==> run_1/met4.png <==
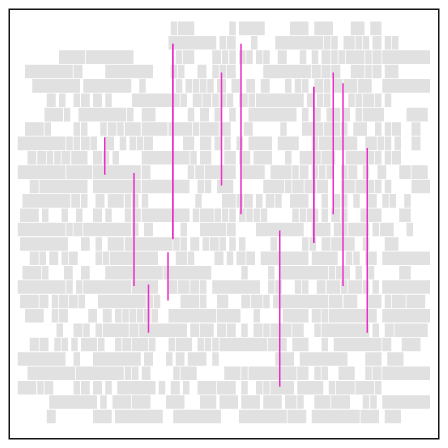
==> run_1/clock_map.png <==
Scale bar: 20 µm.
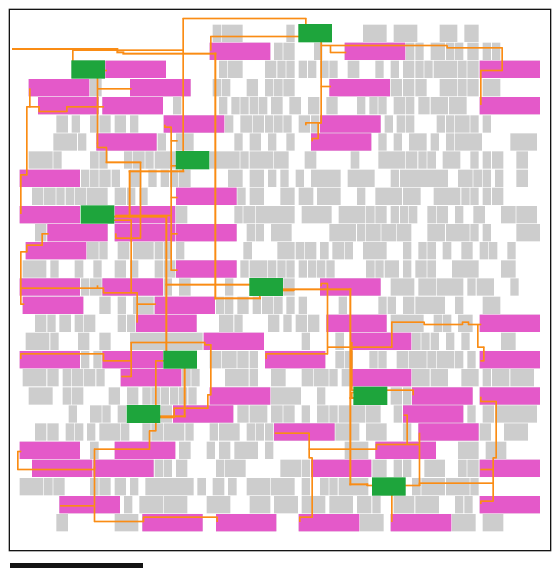
==> run_1/final_congestion.png <==
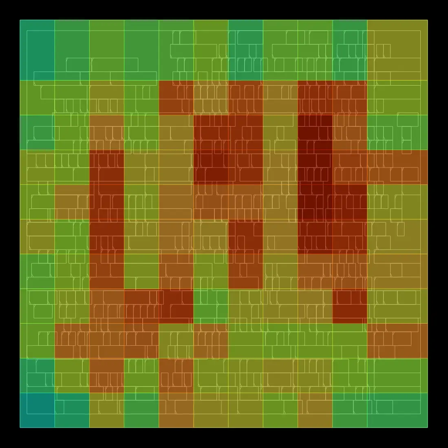
Design paper_executor, sky130hd; sources not shown.
==> flow_summary.json, run 1 <==
{
  "wl_met1_um": 3746,
  "tns_ps": 0,
  "core_area_um2": 5956,
  "cts_sinks": 59,
  "synth-async-reset-ratio": 1.000,
  "worstSetupPathType": "reg2reg",
  "grt_start_max_net_pins": 32,
  "inverters": 64,
  "outcome": "finished, final reports clean",
  "grt_pass1_vias": 3157,
  "syn_nets": 500,
  "rows": 28,
  "use_met3": 0.06292,
  "top_logic_kind": "simple AND/OR/NAND/NOR gates",
  "path_cells": "buf_4, nand3_1, nand2_1, nor2_4, ha_1, inv_1, nor2_1, or3_1, o21ai_0, inv_1",
  "maxUsedRoutingLayer": "met4",
  "pre_cts_ws_ps": -385.1,
  "htreeDepth": 3,
  "hold_class": "in2async",
  "sh_comb_area": 0.4206,
  "critical_path_arrival_ps": 2500,
  "timing.fmax_mhz": 415.6,
  "p_leak_uw": 0.002130,
  "placedCellCount": 591,
  "power_uw": 5477,
  "edf_count": 0,
  "cp_slowest_cell": "dfrtp_1",
  "seqPwrFrac": 0.321,
  "synth.distinct_cells": 39,
  "buffers_excl_clock": 54,
  "ys_sh_xor": 0.02181,
  "diodes": 0,
  "critical_path.max_fanout": 10,
  "topCellsByArea": "dfrtp_1, nand2_1, o21ai_0, inv_1, nor2_1",
  "r2r_slack_ps": 90,
  "place_area_um2": 4056,
  "maxSlewViolCount": 0,
  "synth.top_cells.by_count": "nand2_1, dfrtp_1, inv_1",
  "first_iter_violations": 268,
  "clock_area_frac": 0.04549,
  "wl_met2_um": 4538,
  "yosys_most_used_dff": "dfrtp_1",
  "comb_power_uw": 2850,
  "ys_seq_share": 0.4151
}
About met4.png:
share of all routed wire = 3.2%
longest straight run = 38.1 µm
main direction = vertical
nets with wire on the layer = 9
wire length on this layer = 293 µm
total number of vias: 3391
Routed WL: 9043 µm

About clock_map.png:
magenta -> flip-flops  # count 59
orange -> clock wires  # length 838 µm
green -> cells driving clock nets  # count 9
flops lie = spread over the die
routed clock nets = 10
Latency at later pin: 350 ps
Clock group: 868 µW

About final_congestion.png:
GR Util met1: 0.3509
Core Util, Final: 0.7158
GR peak layer: met2
GRT met2 Usage: 0.5269

## Run 2: what changed since run 1
- CORE_UTILIZATION: 57 -> 51
- HOLD_SLACK_MARGIN: default -> 0.1
- PLACE_DENSITY: 0.81 -> 0.76
- clock period: 2.5 -> 2.2 ns (I/O delays scaled with it)
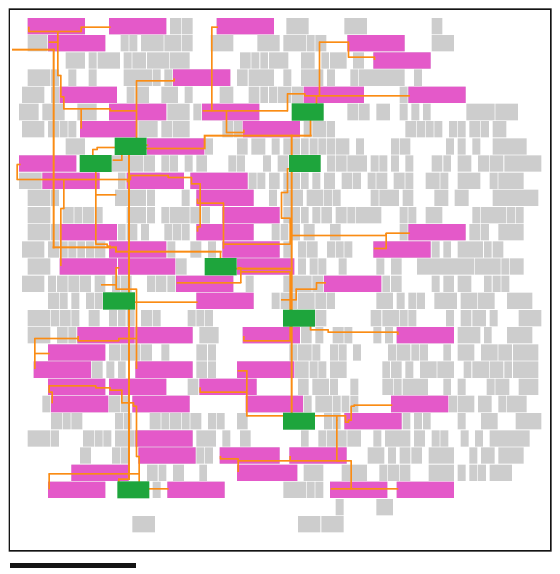
(run_2/clock_map.png)
Scale bar: 20 µm.
orange -> clock wires  # length 800 µm
green -> cells driving clock nets  # count 9
magenta -> flip-flops  # count 59
flops lie = spread over the die
clock power share: 0.142
Latency at later pin: 340 ps

==> run 2 against run 1 <==
  * First-iteration DRC count increased by 4.5%
  * Largest power group unchanged
  * Largest cell class unchanged
  * Final cell count rose by 1.3%
  * Sequential cell count did not move
  * Area after synthesis unchanged
  * Synthesized cell count unchanged
  * Combinational power is about 20% higher
  * Utilization is 7.4 points lower
  * Total power rose by 16%
  * Fmax is 9.9% higher
  * Cell area is 1.7% higher
  * Sequential power increased by 15%
==> flow_summary.json, run 2 <==
{
  "synth.top_cells.by_count": "nand2_1, dfrtp_1, inv_1",
  "rows": 30,
  "tns_ps": 0,
  "maxSlewViolCount": 0,
  "wl_met1_um": 3788,
  "drt_wl_total_um": 8768,
  "power_uw": 6338,
  "r2r_slack_ps": 10,
  "syn_nets": 500,
  "critical_path.max_fanout": 8,
  "sh_comb_area": 0.4231,
  "comb_power_uw": 3410,
  "inverters": 64,
  "timing.fmax_mhz": 456.7,
  "grt_util_met2": 0.4109,
  "worstSetupPathType": "reg2reg",
  "grt_start_max_net_pins": 42,
  "seqPwrFrac": 0.319,
  "place_area_um2": 4063,
  "final_core_util": 0.6417,
  "diodes": 0,
  "edf_count": 0,
  "synth.distinct_cells": 39,
  "path_cells": "nor2_4, nand2_2, nand2_4, nor2_8, ha_4, inv_2, nor2_1, or3_4, o21ai_2, inv_1",
  "cp_slowest_cell": "dfrtp_2",
  "first_iter_violations": 280,
  "outcome": "finished, final reports clean",
  "p_leak_uw": 0.002116,
  "buffers_excl_clock": 57,
  "cts_sinks": 59,
  "topCellsByArea": "dfrtp_1, nand2_1, o21ai_0, inv_1, nor2_1",
  "htreeDepth": 3,
  "synth-async-reset-ratio": 1.000,
  "wl_met2_um": 4203,
  "ys_seq_share": 0.4151,
  "num_vias": 3403
}
Power is estimated from default activity; no workload was simulated.
